--- config.mk ---
export PLATFORM = sky130hd
export DESIGN_NAME = led_scan_reader
export DESIGN_NICKNAME = d
export VERILOG_FILES = /design/src/rtl/led_scan_reader.sv
export SDC_FILE = /design/constraint.sdc
export NUM_CORES = 1
export LEC_CHECK = 0
export CAP_MARGIN = 0
export CORE_UTILIZATION = 53
export DETAILED_ROUTE_END_ITERATION = 7
export PLACE_DENSITY = 0.71
export RECOVER_POWER = 25
export SYNTH_ARGS = -nofsm -noshare
export SYNTH_HDL_FRONTEND = slang
export SYNTH_SLANG_ARGS = --single-unit
--- constraint.sdc ---
create_clock -name SYS_clk -period 6.5 [get_ports SYS_clk]
set_clock_uncertainty 0.15 [all_clocks]
set_input_delay 1.625 -clock SYS_clk [delete_from_list [all_inputs] [get_ports SYS_clk]]
set_output_delay 1.625 -clock SYS_clk [all_outputs]
set_load 0.005 [all_outputs]
--- src/rtl/led_scan_reader.sv ---
// led_scan_reader: sweeps SYS_output_sel over all debug selections, snapshots
// SYS_leds for each one, then sends the snapshot as one UART 8N1 frame on tx.
// The frame is the header byte A5, then each 32-bit word least-significant
// byte first.
// Optional macro LED_SCAN_CHECKSUM_EN appends an XOR checksum byte that covers
// every preceding byte, the header included.
module led_scan_reader #(
    parameter int CLKS_PER_BIT  = 868,
    parameter int SETTLE_CYCLES = 4,
    parameter int NUM_SEL       = 8,
    parameter int LED_W         = 27
) (
    input  logic             SYS_clk,
    input  logic             SYS_reset,
    input  logic             start,
    input  logic [LED_W-1:0] SYS_leds,
    output logic [2:0]       SYS_output_sel,
    output logic             tx,
    output logic             busy,
    output logic             done
);

`ifdef LED_SCAN_CHECKSUM_EN
    localparam int NUM_BYTES = 2 + 4 * NUM_SEL;
`else
    localparam int NUM_BYTES = 1 + 4 * NUM_SEL;
`endif
    localparam int BAUD_W = $clog2(CLKS_PER_BIT);
    localparam int SET_W  = (SETTLE_CYCLES > 1) ? $clog2(SETTLE_CYCLES) : 1;

    typedef enum logic [1:0] {S_IDLE, S_SCAN, S_XMIT, S_FIN} state_t;

    state_t             r_state;
    state_t             w_next;
    logic [2:0]         r_sel;
    logic [SET_W-1:0]   r_settle;
    logic [BAUD_W-1:0]  r_baud;
    logic [3:0]         r_bit;
    logic [5:0]         r_byte;
    logic [31:0]        r_buf [NUM_SEL];
`ifdef LED_SCAN_CHECKSUM_EN
    logic [7:0]         r_csum;
`endif

    logic               w_cap;
    logic               w_sel_last;
    logic               w_bit_end;
    logic               w_byte_end;
    logic               w_frame_end;
    logic [2:0]         w_word;
    logic [1:0]         w_lane;
    logic [31:0]        w_word_val;
    logic [7:0]         w_cur_byte;
    logic [2:0]         w_bidx;

    assign w_cap       = (r_state == S_SCAN) && (r_settle == SET_W'(SETTLE_CYCLES - 1));
    assign w_sel_last  = (r_sel == 3'(NUM_SEL - 1));
    assign w_bit_end   = (r_baud == BAUD_W'(CLKS_PER_BIT - 1));
    assign w_byte_end  = w_bit_end && (r_bit == 4'd9);
    assign w_frame_end = w_byte_end && (r_byte == 6'(NUM_BYTES - 1));

    // Data byte k (k >= 1) is lane (k-1)%4 of word (k-1)/4
    assign w_word     = 3'((r_byte - 6'd1) >> 2);
    assign w_lane     = 2'(r_byte - 6'd1);
    assign w_word_val = r_buf[w_word];
    assign w_bidx     = 3'(r_bit - 4'd1);

    // Select the byte currently on the wire
    always_comb begin
        w_cur_byte = 8'hA5;
        if (r_byte != 6'd0) begin
            case (w_lane)
                2'd0:    w_cur_byte = w_word_val[7:0];
                2'd1:    w_cur_byte = w_word_val[15:8];
                2'd2:    w_cur_byte = w_word_val[23:16];
                default: w_cur_byte = w_word_val[31:24];
            endcase
`ifdef LED_SCAN_CHECKSUM_EN
            if (r_byte == 6'(NUM_BYTES - 1))
                w_cur_byte = r_csum;
`endif
        end
    end

    // State register
    always_ff @(posedge SYS_clk) begin
        if (!SYS_reset)
            r_state <= S_IDLE;
        else
            r_state <= w_next;
    end

    // Next-state and output decode; tx comes straight from registered state so
    // a reset drives it high right after the reset edge
    always_comb begin
        w_next         = r_state;
        tx             = 1'b1;
        busy           = 1'b0;
        done           = 1'b0;
        SYS_output_sel = '0;
        case (r_state)
            S_IDLE: begin
                if (start)
                    w_next = S_SCAN;
            end
            S_SCAN: begin
                busy           = 1'b1;
                SYS_output_sel = r_sel;
                if (w_cap && w_sel_last)
                    w_next = S_XMIT;
            end
            S_XMIT: begin
                busy = 1'b1;
                case (r_bit)
                    4'd0:    tx = 1'b0;
                    4'd9:    tx = 1'b1;
                    default: tx = w_cur_byte[w_bidx];
                endcase
                if (w_frame_end)
                    w_next = S_FIN;
            end
            S_FIN: begin
                done   = 1'b1;
                w_next = S_IDLE;
            end
            default: w_next = S_IDLE;
        endcase
    end

    // Sweep, baud, bit and byte counters; cleared whenever not scanning or sending
    always_ff @(posedge SYS_clk) begin
        if (!SYS_reset) begin
            r_sel    <= '0;
            r_settle <= '0;
            r_baud   <= '0;
            r_bit    <= '0;
            r_byte   <= '0;
`ifdef LED_SCAN_CHECKSUM_EN
            r_csum   <= '0;
`endif
        end else begin
            case (r_state)
                S_SCAN: begin
                    if (w_cap) begin
                        r_settle <= '0;
                        r_sel    <= w_sel_last ? 3'd0 : r_sel + 3'd1;
                    end else begin
                        r_settle <= r_settle + 1'b1;
                    end
                end
                S_XMIT: begin
                    if (w_bit_end) begin
                        r_baud <= '0;
                        if (r_bit == 4'd9) begin
                            r_bit  <= '0;
                            r_byte <= r_byte + 6'd1;
`ifdef LED_SCAN_CHECKSUM_EN
                            r_csum <= r_csum ^ w_cur_byte;
`endif
                        end else begin
                            r_bit <= r_bit + 4'd1;
                        end
                    end else begin
                        r_baud <= r_baud + 1'b1;
                    end
                end
                default: begin
                    r_sel    <= '0;
                    r_settle <= '0;
                    r_baud   <= '0;
                    r_bit    <= '0;
                    r_byte   <= '0;
`ifdef LED_SCAN_CHECKSUM_EN
                    r_csum   <= '0;
`endif
                end
            endcase
        end
    end

    // Snapshot capture: the bus is sampled only on the last settle cycle of each selection
    always_ff @(posedge SYS_clk) begin
        if (w_cap)
            r_buf[r_sel] <= 32'(SYS_leds);
    end

endmodule

Fig. 1: placement view
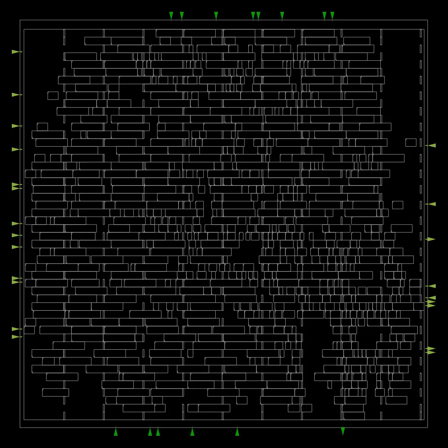
seq_cells: 243
core area: 19,000 µm²
flop share of the area: 0.586
number of tapcells: 260
fin util: 0.633

Fig. 2: nets reached from selected ports
(3 px per µm)
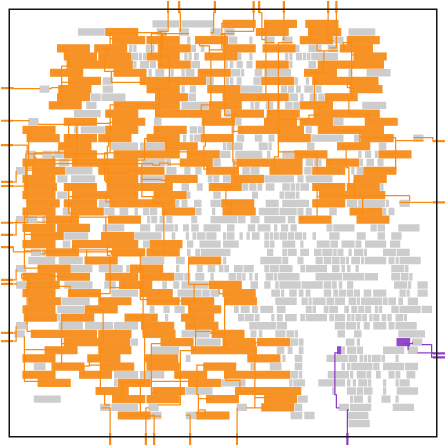
Key: purple = SYS_output_sel [bits 3, direction output, edge 2 east, 1 south, end cells 3, buffers 3, wire 49.5 µm]; orange = SYS_leds [bits 27, direction input, edge 12 west, 8 north, 5 south, 2 east, end cells 216, buffers 27, wire 2,140 µm]
Buffers on Ports: 35
Ports: 36

Fig. 3: where the registers sit
(2 px per µm)
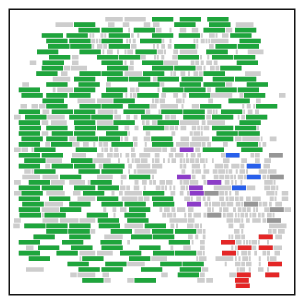
Key: green = r_buf [flops 216, where widely spread]; purple = r_byte [flops 6]; blue = r_bit [flops 4, where east]; red = r_baud [flops 10, where south-east]
FF+latch area: 7030 µm²
Seq group: 0.00173 W

==> results_slide.txt <==
Implementation Results

Critical path
  – CP required: ~4.7 ns
  – CP Class: reg -> out
  – WP data arrival: 4.41 ns
  – Crit path largest cell delay: around 0.62 ns
  – Worst Setup End Kind: output port
  – CP max stage cell: xnor2_1
  – Setup crit start kind: flip-flop

STA
  – PnR worst setup slack: 0.312 ns
  – Final min period: 6.19 ns
  – Max-slew violations: 0
  – Period utilization: 0.952

Logic synthesis
  – Max-area cell share: 0.625
  – Ys flops: 243
  – Synthesized net count: between 700 and 800
  – Post-synthesis sequential area ratio: 0.677
  – Commonest flop: edfxtp_1
  – Top area cell types: edfxtp_1 62%, dfxtp_1 5.2%, mux4_2 4.1%
  – Post-synth design cell area: just over 10,000 µm²
  – Cell taking the most area after synthesis: edfxtp_1
  – Ys Warns: 0
  – Post-synthesis cell type count: 69
  – Yosys chip area: just over 10,000 µm²

Hold path
  – Hold Crit Class: reg -> reg

CTS
  – Num Clock Sinks: approximately 240
  – CTS root buf: clkbuf_16

Drt
  – # DRC: 0
  – Antenna Violating Nets Remaining: 0
  – Via count: between 6,000 and 7,000
  – Met2 WL: 11,100 µm
  – Pre-antenna DRT Iters: 7

Status
  – Status: finished, final reports clean

Cells and area
  – Top logic cells by instance count in the layout: 216 x edfxtp_1, 78 x nand2_1, 36 x nor2_1
  – # diodes: 0

Global routing
  – Grt total ovfl: 0

Pwr
  – Sw Ratio: 0.263

Run
  – Tool warnings: 34

Placement
  – Dpl ws: roughly 0.81 ns
Fig. 4: clock network drawn from the DEF
(2 px per µm)
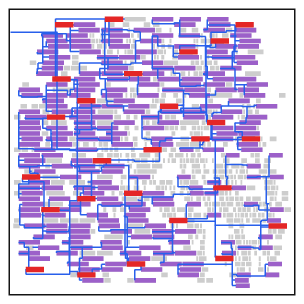
Key: red = clock drivers [count 26]; purple = flip-flops [count 243]; blue = clock wires [length 2,740 µm]
Position of the flops: widely spread. There are 27 routed clock nets.
clock share of power: 0.371
Late-Pin Clk Latency: 0.54 ns
Clock Power: 0.00141 W

Fig. 5: cell classes on the final placement
(2 px per µm)
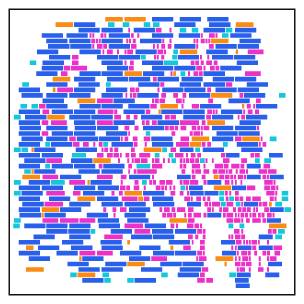
Key: orange = clock drivers and dummy loads [cells 46, share of their area 7.0%]; blue = flops [cells 243, share of their area 60%]; magenta = combinational and other logic [cells 426, share of their area 27%]; cyan = other buffers and delay cells [cells 66, share of their area 5.4%]
fin area: 12,000 µm²
Cell Rows: 50

==> critical path: cells and delay by family (launching register included) <==
family                     cells  cell delay [ns]
adders and majority gates      1             0.30
xor gates and xnor gates       1             0.62
buffers and inverters          3             1.05
DFF                            1             0.47
and+or+nand+nor                4             0.83
AOI/OAI and AO/OA              3             0.60
==> cell families (layout without fill, tap and decap cells) <==
kind of cell / count (synthesis) / after routing / synth area share
adders and majority gates: 15 / 15 / 0.0181
muxes: 51 / 51 / 0.0806
buffers and inverters: 56 / 126 / 0.0254
xor gates and xnor gates: 19 / 19 / 0.0186
DFF: 243 / 243 / 0.677
and+or+nand+nor: 217 / 217 / 0.104
AOI/OAI and AO/OA: 110 / 110 / 0.0765
==> metrics by stage <==
step	power (W)	utilization	instance area [µm²]
CTS	0.00378	0.629	11900
global placement	0.00237	0.586	11100
detailed placement	0.00239	0.586	11100
floorplan	0.00219	-	10400
global route	0.00392	0.633	12000
finish	0.00379	0.633	12000
==> per-layer routing <==
layer | up-vias | global-route usage
li1 | 2859 | -
met1 | 3211 | 0.325
met2 | 296 | 0.395
met3 | 54 | 0.0485
met4 | 0 | 0.0804
met5 | - | 0
==> registers in the layout (all words and copies together), names as in the netlist <==
name / flops
r_baud: 10
r_bit: 4
r_buf: 216
r_byte: 6
r_sel: 3
r_settle: 2
r_state: 2
==> area by class of cell <==
class	count	area (µm²)	share of cell area
inverter	14	52.6	0.00438
timing repair buffer	66	633	0.0528
clock inverter	18	154	0.0128
clock buffer	28	658	0.0549
multi-input combinational	412	3140	0.262
tap	260	325	0.0271
sequential	243	7030	0.586
==> Yosys cell counts (4+ instances only) <==
| cell type | number |
|---|---|
| inv_1 | 14 |
| nand3_1 | 12 |
| nor2_1 | 40 |
| mux2_2 | 6 |
| mux2i_1 | 21 |
| a21oi_1 | 12 |
| a31oi_1 | 11 |
| a211oi_1 | 24 |
| xor2_1 | 10 |
| buf_2 | 12 |
| ha_1 | 15 |
| and3_1 | 23 |
| buf_4 | 4 |
| edfxtp_1 | 216 |
| xnor2_1 | 7 |
| clkbuf_1 | 20 |
| and2_1 | 9 |
| nor3_1 | 9 |
| dfxtp_1 | 27 |
| nand2b_1 | 4 |
| a311oi_1 | 11 |
| nand4_1 | 12 |
| nand2_1 | 78 |
| nor2b_1 | 9 |
| o21ai_0 | 16 |
| mux4_2 | 19 |
| mux4_1 | 5 |
==> path summary, 6_finish.rpt <==
path | startpoint | endpoint | slack [ns] | cells past startpoint
min | r_baud[9] | r_baud[9] | 0.38 | 2
min reg2reg | r_baud[9] | r_baud[9] | 0.38 | 2
max | r_byte[0] | tx | 0.31 | 12
max reg2reg | r_baud[0] | r_byte[5] | 3.42 | 9
==> power groups by stage <==
stage	clock network (W)	logic (W)	registers, W
after global routing	0.00148	0.000711	0.00173
after floorplan	0	0.000434	0.00176
final	0.00141	0.000658	0.00173
after CTS	0.00142	0.000634	0.00173
after detailed placement	0	0.000632	0.00176
after global placement	0	0.000613	0.00176
==> repair_timing <==
item | in CTS | in global routing
endpoints found under the setup margin | 0 | 1
endpoints found under the hold margin | 0 | 0
buffers inserted | 0 | 6
hold buffers | 0 | 0
Power figures rest on the tool's default switching activity, not on a simulated workload.
